### src/rtl/roi_capture_ctrl.sv
// roi_capture_ctrl
//   Captures one binary frame from a pixel stream into a linear buffer.
//   Frame boundaries are found by counting consecutive iDVAL-low cycles;
//   a capture only starts on the first valid pixel that follows a full gap.
//
// Parameters
//   H_ACTIVE    pixels per row
//   V_ACTIVE    rows per frame
//   GAP_THRESH  consecutive iDVAL-low cycles that mark a frame boundary
//
// Ports
//   iCLK          pixel clock, rising edge
//   iRST          asynchronous, active-low reset
//   iDVAL         pixel-valid strobe
//   iDATA         binary pixel value
//   iStart        capture request (sampled in IDLE only)
//   iRead_done    consumer finished reading the buffer (honoured in READY only)
//   oWr_en        buffer write strobe
//   oWr_addr      linear write address, row*H_ACTIVE+col
//   oWr_data      pixel to write
//   oFrame_ready  a complete frame is held in the buffer
//   oBusy         high in ARMED or CAPTURE
//   oShort_frame  one-cycle pulse: capture aborted on a premature gap
//   oState        IDLE=0, ARMED=1, CAPTURE=2, READY=3
//   oFrame_count  completed captures, wraps 255->0
module roi_capture_ctrl #(
  parameter int H_ACTIVE   = 320,
  parameter int V_ACTIVE   = 240,
  parameter int GAP_THRESH = 400
) (
  input  logic        iCLK,
  input  logic        iRST,
  input  logic        iDVAL,
  input  logic        iDATA,
  input  logic        iStart,
  input  logic        iRead_done,
  output logic        oWr_en,
  output logic [16:0] oWr_addr,
  output logic        oWr_data,
  output logic        oFrame_ready,
  output logic        oBusy,
  output logic        oShort_frame,
  output logic [1:0]  oState,
  output logic [7:0]  oFrame_count
);

  localparam int              GAP_W    = $clog2(GAP_THRESH + 1);
  localparam logic [GAP_W-1:0] GAP_MAX = GAP_W'(GAP_THRESH);
  localparam logic [8:0]      COL_LAST = 9'(H_ACTIVE - 1);
  localparam logic [7:0]      ROW_LAST = 8'(V_ACTIVE - 1);

  typedef enum logic [1:0] {
    IDLE    = 2'd0,
    ARMED   = 2'd1,
    CAPTURE = 2'd2,
    READY   = 2'd3
  } state_t;

  state_t           state;
  logic [GAP_W-1:0] gapCnt;
  logic             gapFlag;
  logic [8:0]       col;
  logic [7:0]       row;
  logic [16:0]      addrCnt;
  logic             lastPix;

  logic             wrEn_p1;
  logic [16:0]      wrAddr_p1;
  logic             wrData_p1;
  logic             shortFrame_p1;
  logic [7:0]       frameCount;

  // Gap detector runs in every state so ARMED already knows whether the
  // stream is sitting in a frame gap when capture is requested.
  always_ff @(posedge iCLK or negedge iRST) begin
    if (!iRST) begin
      gapCnt <= '0;
    end else if (iDVAL) begin
      gapCnt <= '0;
    end else if (gapCnt != GAP_MAX) begin
      gapCnt <= gapCnt + GAP_W'(1);
    end
  end

  assign gapFlag = (gapCnt == GAP_MAX);

  // row/col locate the pixel about to be written; addrCnt tracks the same
  // position as a linear address so no multiplier is needed.
  assign lastPix = (row == ROW_LAST) && (col == COL_LAST);

  // Stage p0 -> p1: accepted pixel is registered onto the write port.
  always_ff @(posedge iCLK or negedge iRST) begin
    if (!iRST) begin
      state         <= IDLE;
      wrEn_p1       <= 1'b0;
      wrAddr_p1     <= '0;
      wrData_p1     <= 1'b0;
      shortFrame_p1 <= 1'b0;
      frameCount    <= '0;
      col           <= '0;
      row           <= '0;
      addrCnt       <= '0;
    end else begin
      wrEn_p1       <= 1'b0;
      shortFrame_p1 <= 1'b0;
      case (state)
        IDLE: begin
          if (iStart) state <= ARMED;
        end

        ARMED: begin
          // Only a pixel that follows a full gap is a frame start.
          if (iDVAL && gapFlag) begin
            state     <= CAPTURE;
            wrEn_p1   <= 1'b1;
            wrAddr_p1 <= '0;
            wrData_p1 <= iDATA;
            addrCnt   <= 17'd1;
            if (COL_LAST == 9'd0) begin
              col <= '0;
              row <= 8'd1;
            end else begin
              col <= 9'd1;
              row <= '0;
            end
          end
        end

        CAPTURE: begin
          // The final pixel wins over a coincident gap flag.
          if (iDVAL && lastPix) begin
            state      <= READY;
            wrEn_p1    <= 1'b1;
            wrAddr_p1  <= addrCnt;
            wrData_p1  <= iDATA;
            frameCount <= frameCount + 8'd1;
            col        <= '0;
            row        <= '0;
            addrCnt    <= '0;
          end else if (gapFlag) begin
            state         <= ARMED;
            shortFrame_p1 <= 1'b1;
            col           <= '0;
            row           <= '0;
            addrCnt       <= '0;
          end else if (iDVAL) begin
            wrEn_p1   <= 1'b1;
            wrAddr_p1 <= addrCnt;
            wrData_p1 <= iDATA;
            addrCnt   <= addrCnt + 17'd1;
            if (col == COL_LAST) begin
              col <= '0;
              row <= row + 8'd1;
            end else begin
              col <= col + 9'd1;
            end
          end
        end

        READY: begin
          if (iRead_done) state <= IDLE;
        end

        default: state <= IDLE;
      endcase
    end
  end

  assign oWr_en       = wrEn_p1;
  assign oWr_addr     = wrAddr_p1;
  assign oWr_data     = wrData_p1;
  assign oShort_frame = shortFrame_p1;
  assign oFrame_count = frameCount;
  assign oState       = state;
  assign oFrame_ready = (state == READY);
  assign oBusy        = (state == ARMED) || (state == CAPTURE);

endmodule

### config.mk
export PLATFORM = sky130hd
export DESIGN_NAME = roi_capture_ctrl
export DESIGN_NICKNAME = d
export VERILOG_FILES = /design/src/rtl/roi_capture_ctrl.sv
export SDC_FILE = /design/constraint.sdc
export NUM_CORES = 1
export LEC_CHECK = 0
export ABC_CLOCK_PERIOD_IN_PS = 4600
export CORE_MARGIN = 3
export CORE_UTILIZATION = 37
export DETAILED_ROUTE_END_ITERATION = 10
export PLACE_DENSITY_LB_ADDON = 0.12
export SYNTH_ARGS = -nofsm -noshare
export SYNTH_HDL_FRONTEND = slang
export SYNTH_SLANG_ARGS = --single-unit
### constraint.sdc
create_clock -name iCLK -period 4.6 [get_ports iCLK]
set_input_delay 0.46 -clock iCLK [delete_from_list [all_inputs] [get_ports iCLK]]
set_output_delay 0.46 -clock iCLK [all_outputs]
set_load 0.05 [all_outputs]
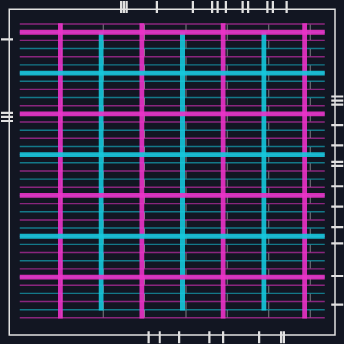
run_1/floorplan.png
Drawn at 3 px/um. Pins as bars on the die edge. Tap cells in grey.
[VDD] cyan
[VSS] magenta
tap cells: 133
rows: 36
met4 straps: 7
signal pins: 38
met5 straps: 7

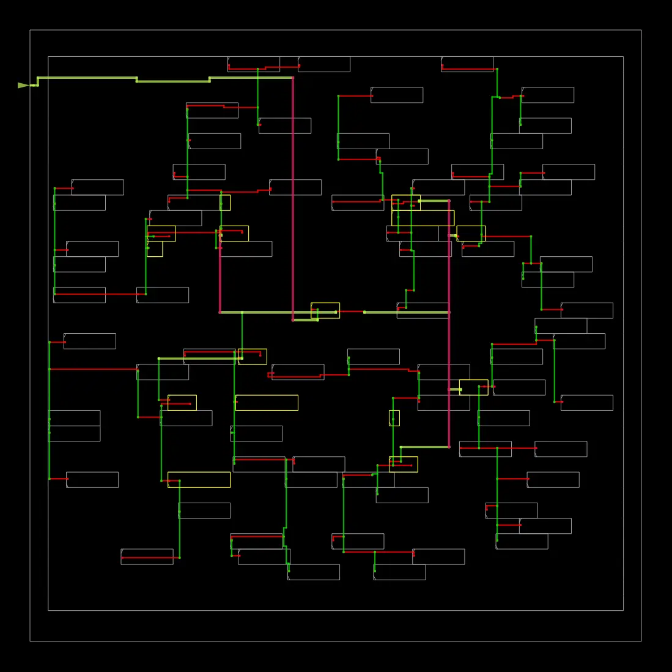
run_1/clock_nets.png
clk_skew: 0.01191 ns
Flops: 73

==> reports/metrics.cfg, run 1 <==
[floorplan]
row_count = 36
die_h_um = 108.1
die_w_um = 108.1
ios = 38

[layout]
fillers = 983
most-common-layout-cells = dfrtp_1, nand2_1, clkdlybuf4s50_1
logic_area_sq_um = 1823
final_cells = 581
layout.cells.most_common = dfrtp_1
diodes = 0

[setup_path]
cp.required_ns = 4.84
r2r-start = gapCnt[0]$_DFFE_PN0P_
endpoint_kind = flop
worst_path_largest_cell_delay_ns = 0.91
r2r_end = addrCnt[4]$_DFFE_PN0P_
crit_cells = 7
critPathSlowestCell = o21ai_1
endpoint = addrCnt[4]$_DFFE_PN0P_
rr_worst_depth = 7
crit_family = AND-OR/OR-AND gates
critPathLaunchType = flop
cp.buffers_inverters = 1

[drt]
drc = 0
dr.pass1.iters = 4
vias_per_cell = 5.170
drt_iter0_markers = 133

[synthesis]
synth.avg_cell_area_sq_um = 9.445
ys_cells = 408
yosys.area.top_type = dfrtp_1
edf_count = 0
synthesis.area_sq_um = 3854
xor_share_pct = 2.955
ys_sh_simple_pct = 21.69
synth_nets = 424
netlist_logic_family_top = simple AND/OR/NAND/NOR gates
dominantRegCellSynth = dfrtp_1
syn-instance-count = 408
yosys_warnings = 0
ys_sh_mux_pct = 6.039
synth.area.top_cells = dfrtp_1, mux2i_1, nand2_1

[status]
outcome = finished clean

[sta]
clock.fmax_ghz = 0.3413
worst_pin_slew_ns = 1.009
setup_ws_ns = 1.670
worst_hold_slack_ns = 0.2706
setup_violations = 0
fin_crit_ns = 2.930
maxSlewHeadroom_pct = 32.31

[cts]
ctsHoldBuffers = 0
cts-root-buf = clkbuf_8
post_cts_buffers = 0
cts_tree = done
cts_resized = 0
htreeDepth = 3
clk_pin_slew_worst_paths_ns = 0.08

[grt]
grt_pass1_wl_um = 13790
grt_start_max_net_pins = 45
antenna_found_initial = 0

[place]
dpl_cell_area_sq_um = 4354
place_congestion = 0.7790
dp_hpwl_um = 5626
io_buffer_count = 37
post-place-cells = 566
dp_slack_ns = 1.653

[pwr]
p_per_area_nw_per_um2 = 475.8
intPower_uw = 1341
comb-power_uw = 859
p_comb_share_pct = 39.4
sw_frac_of_total_pct = 38.54
seq_power_share_pct = 33.5
pg_clk_uw = 592
peakVddDrop_v = 0.0006211

[job]
tool_warnings = 30

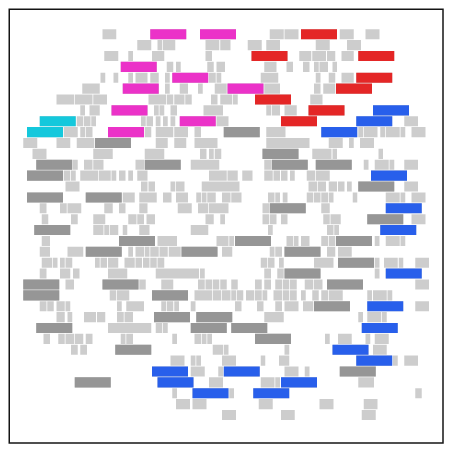
run_1/ff_map.png
Drawn at 4 px/um. Other sequential cells in the stronger grey, the rest of the logic in the fainter grey.
[gapCnt] magenta | flops: 9
[oState] cyan | flops: 2
[oWr_addr] blue | flops: 17
[oFrame_count] red | flops: 8 | where: north-east
Seq group: 731 uW
flop share of the area: 39.84%
FF/Latch Area: 1827 sq um
final core occ: 46.07%

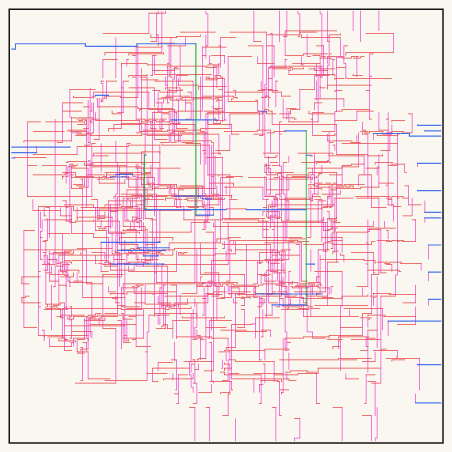
run_1/layers.png
Drawn at 4 px/um.
[M3] blue | wire length: 310 um
[M4] green | wire length: 100 um
[M1] red | wire length: 4,010 um
[M2] magenta | wire length: 3,720 um
Total GRT Usage: 14.76%
via count: 3,004
Post-Route WL: 8141 um

## run 1: logic make-up after synthesis
family	Yosys count
XOR/XNOR	13
flip-flops	73
buffers and inverters	51
adder cells (fa/ha/maj)	10
multiplexers	23
AND-OR/OR-AND	80
AND/OR/NAND/NOR	158
## run 1: layer usage
metal | GRT usage, % | part of all wire (%) | up-vias
met3 | 3.642 | 3.8 | 9
li1 | - | - | 1516
met5 | 0 | 0 | -
met2 | 23.67 | 46 | 54
met4 | 4.599 | 1.2 | 0
met1 | 19.71 | 49 | 1425
## run 1: layout make-up
class	count	area share, %
tap	133	3.629
multi-input combinational	284	39.75
timing repair buffer	44	9.113
clock inverter	6	2.347
sequential	73	39.84
inverter	32	2.619
clock buffer	9	2.701
## run 1: how the worst min path moves through the flow
stage               cells after the start                          end  slack, ns                        start
floorplan                               0       addrCnt[0]$_DFFE_PN0P_       0.16                         iRST
global placement                        1  oFrame_count[7]$_DFFE_PN0P_       0.46  oFrame_count[7]$_DFFE_PN0P_
detailed placement                      1  oFrame_count[7]$_DFFE_PN0P_       0.47  oFrame_count[7]$_DFFE_PN0P_
CTS                                     1     oWr_addr[14]$_DFFE_PN0P_       0.31                         iRST
global route                            1     oWr_addr[16]$_DFFE_PN0P_       0.35                         iRST
finish                                  1     oWr_addr[16]$_DFFE_PN0P_       0.27                         iRST
## run 1: registers in the layout, summed over array words and instances, names as in the netlist
| signal | count |
|---|---|
| oWr_data | 1 |
| col | 9 |
| gapCnt | 9 |
| oState | 2 |
| oWr_addr | 17 |
| oFrame_count | 8 |
| addrCnt | 17 |
| row | 8 |
| oWr_en | 1 |
| oShort_frame | 1 |
run_1/util_map.png
Drawn at 3 px/um. The die is cut into 11 by 11 equal tiles; white is low, dark blue is high, 0 to 100% covered.
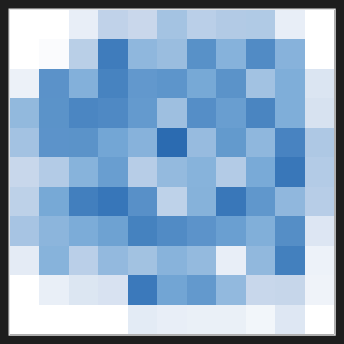

==> run 1 -> run 2 <==
--- a/config.mk
+++ b/config.mk
@@ -5,7 +5,7 @@
 export SDC_FILE = /design/constraint.sdc
 export NUM_CORES = 1
 export LEC_CHECK = 0
-export ABC_CLOCK_PERIOD_IN_PS = 4600
+export ABC_CLOCK_PERIOD_IN_PS = 2600
 export CORE_MARGIN = 3
 export CORE_UTILIZATION = 37
 export DETAILED_ROUTE_END_ITERATION = 10
==> constraint.sdc (replaced) <==
create_clock -name iCLK -period 2.6 [get_ports iCLK]
set_input_delay 0.26 -clock iCLK [delete_from_list [all_inputs] [get_ports iCLK]]
set_output_delay 0.26 -clock iCLK [all_outputs]
set_load 0.05 [all_outputs]
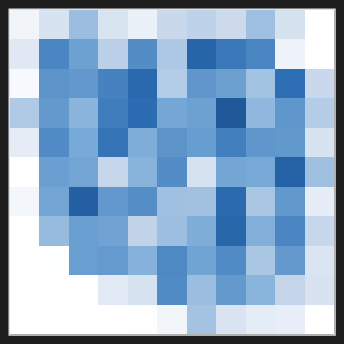
run_2/util_map.png
Drawn at 3 px/um. The die is cut into 11 by 11 equal tiles; white is low, dark blue is high, 0 to 100% covered.
nearly empty tiles: 12%
tiles over 75% full: 6.6%
fullest tile: 84%
emptiest ninth of the die: south-west
core area: 9955 sq um
Init Core Util: 38.71%
final core occ: 47.07%

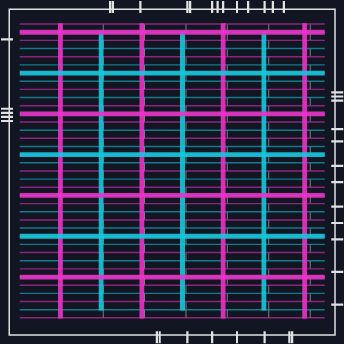
run_2/floorplan.png
Drawn at 3 px/um. Pins as bars on the die edge. Tap cells in grey.
[VDD] cyan
[VSS] magenta
tap cells: 133
met5 straps: 7
rows: 36
signal pins: 38
met4 straps: 7

==> reports/metrics.cfg, run 2 <==
[layout]
sh_comb_area_pct = 39.15  ; -0.61 points
most-common-layout-cells = dfrtp_1, nand2_1, clkdlybuf4s50_1
non_clock_inverter_count = 32  ; unchanged
seq-cell-share_pct = 38.99  ; -0.85 points
final_cells = 591  ; +1.7%
area_share_nonclk_buffers_pct = 11.11  ; +2.0 points
nNonClkBuffers = 54  ; +23%
flop-count = 73  ; unchanged
fillers = 950  ; -3.4%
layout.cells.most_common = dfrtp_1
largestClassByArea = logic gates
flop_area_sq_um = 1827  ; unchanged
logic_area_sq_um = 1834  ; +0.62%
clk_share_pct = 4.646  ; -0.40 points
nClkBuffers = 9  ; unchanged
logic_gates = 284  ; unchanged
diodes = 0  ; unchanged

[drt]
wl_met2_um = 4001  ; +7.4%
drt_iter0_markers = 144  ; +8.3%
wl_met1_um = 4131  ; +3.1%
vias = 3104  ; +3.3%
dr.pass1.iters = 4  ; unchanged
vias_per_cell = 5.252  ; +1.6%
wl_per_cell_um = 14.41
drc = 0  ; unchanged
met3_length_um = 271  ; -12%
postRouteWirelength_um = 8514  ; +4.6%
highest_layer = met4

[place]
dp_slack_ns = 0.1738  ; -1.480 ns
dp_hpwl_um = 6054  ; +7.6%
io_buffer_count = 37  ; unchanged
place_congestion = 0.7877  ; +1.1%
post-place-cells = 575  ; +1.6%

[sta]
grt_setup_unrepaired = no
worst_hold_slack_ns = 0.3820  ; +0.1114 ns
clock.fmax_ghz = 0.4222  ; +24%
setup_violations = 0  ; unchanged
fin_crit_ns = 2.368  ; -0.5620 ns
fin_crit_sh_pct = 91.09
setup_ws_ns = 0.2316  ; -1.438 ns
maxSlewHeadroom_pct = 53.26  ; +21 points
worst_pin_slew_ns = 0.7011  ; -0.3074 ns

[job]
cap_viol_max_count = 0
tool_warnings = 30  ; unchanged

[cts]
cts-root-buf = clkbuf_8
clk_pin_slew_worst_paths_ns = 0.08  ; about the same
htreeDepth = 3  ; unchanged
clock_path_buffers = 2
post_cts_buffers = 0  ; unchanged
cts_tree = done

[setup_path]
r2r_end = col[8]$_DFFE_PN0P_
cp.required_ns = 2.87  ; -1.97 ns
worst_path_largest_cell_delay_ns = 0.55  ; -0.36 ns
critPathSlowestCell = or4_1
crit_family = simple AND/OR/NAND/NOR gates
cp.buffers_inverters = 1  ; unchanged
r2r-start = gapCnt[0]$_DFFE_PN0P_
rr_worst_depth = 7  ; unchanged
endpoint_kind = flop
critPathLaunchType = flop

[pwr]
pg_seq_uw = 1300  ; +78%
power.switching_uw = 1562
peakVddDrop_v = 0.0009664  ; +56%
intPower_uw = 2434  ; +82%
sw_frac_of_total_pct = 39.09  ; +0.54 points
power_uw = 3996
leakagePower_uw = 0.001958
p_per_area_nw_per_um2 = 852.8  ; +79%
seq_power_share_pct = 32.5  ; -1.0 points
p_comb_share_pct = 42.9  ; +3.5 points
comb-power_uw = 1710  ; +99%

[grt]
track_usage_pct = 15.80  ; +1.0 points
grt_pass1_vias = 2930
grt_start_max_net_pins = 30  ; -33%
antenna_found_initial = 0  ; unchanged
grt_pass1_wl_um = 14790  ; +7.2%

[synthesis]
yosys.area.top_type = dfrtp_1
syn-instance-count = 408  ; unchanged
synth_nets = 424  ; unchanged
ys_types = 55
ys_cells = 408  ; unchanged
edf_count = 0  ; unchanged
synth.avg_cell_area_sq_um = 9.445  ; unchanged
yosys_warnings = 0  ; unchanged
synth.area.top_cells = dfrtp_1, mux2i_1, nand2_1
dominantRegCellSynth = dfrtp_1
synthesis.area_sq_um = 3854  ; unchanged

[floorplan]
die_w_um = 108.1  ; unchanged
tapCellCount = 133  ; unchanged
die_h_um = 108.1  ; unchanged
row_count = 36  ; unchanged
ios = 38  ; unchanged

[status]
outcome = finished clean

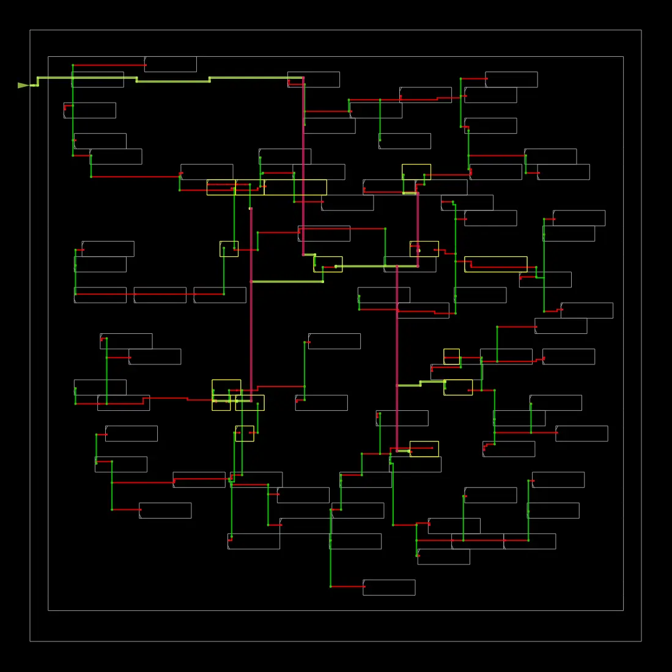
run_2/clock_nets.png
Num CTS Buffers: 9
clk pwr: 984 uW
clk_skew: 0.008353 ns

==> run 2: cells by family (layout without fill, tap and decap cells) <==
kind of cell               after synthesis  in the layout  share of synthesized area [%]
xor gates and xnor gates                13             13                          2.955
and+or+nand+nor                        158            158                          21.69
DFF                                     73             73                          47.40
AOI/OAI and AO/OA                       80             80                          13.05
muxes                                   23             23                          6.039
adders and majority gates               10             10                          3.247
buffers and inverters                   51            101                          5.617
==> run 2: worst register-to-register path: cells and delay by family (launching register included) <==
family	cells	cell delay [ns]
AOI/OAI and AO/OA	3	0.75
adders and majority gates	1	0.17
and+or+nand+nor	2	0.88
DFF	1	0.40
buffers and inverters	1	0.09
==> run 2: worst max path at each step <==
stage	end	from	slack [ns]	cells past startpoint
global placement	oWr_data$_DFFE_PN0P_	col[0]$_DFFE_PN0P_	0.27	6
CTS	oWr_addr[6]$_DFFE_PN0P_	col[0]$_DFFE_PN0P_	0.18	7
finish	col[8]$_DFFE_PN0P_	gapCnt[0]$_DFFE_PN0P_	0.23	7
floorplan	addrCnt[9]$_DFFE_PN0P_	oState[1]$_DFFE_PN0P_	0.05	7
global route	col[8]$_DFFE_PN0P_	gapCnt[0]$_DFFE_PN0P_	0.04	7
detailed placement	oWr_addr[1]$_DFFE_PN0P_	col[0]$_DFFE_PN0P_	0.17	7
==> run 2: through the flow <==
step | area, sq um | utilization, %
finish | 4686 | 47.07
global route | 4686 | 47.07
CTS | 4677 | 46.98
detailed placement | 4449 | 44.70
global placement | 4449 | 44.70
floorplan | 3856 | -
==> run 2: timing repair <==
item,4_1_cts,5_1_grt
hold buffers,1,0
gates resized,0,1
endpoints found under the hold margin,17,0
setup endpoints to repair,0,3
==> run 2: metal layers <==
layer	vias up	GRT usage (%)
li1	1540	-
met1	1501	22.06
met2	52	25.31
met3	11	2.687
met4	0	4.599
met5	-	0
Power is estimated from default activity; no workload was simulated.
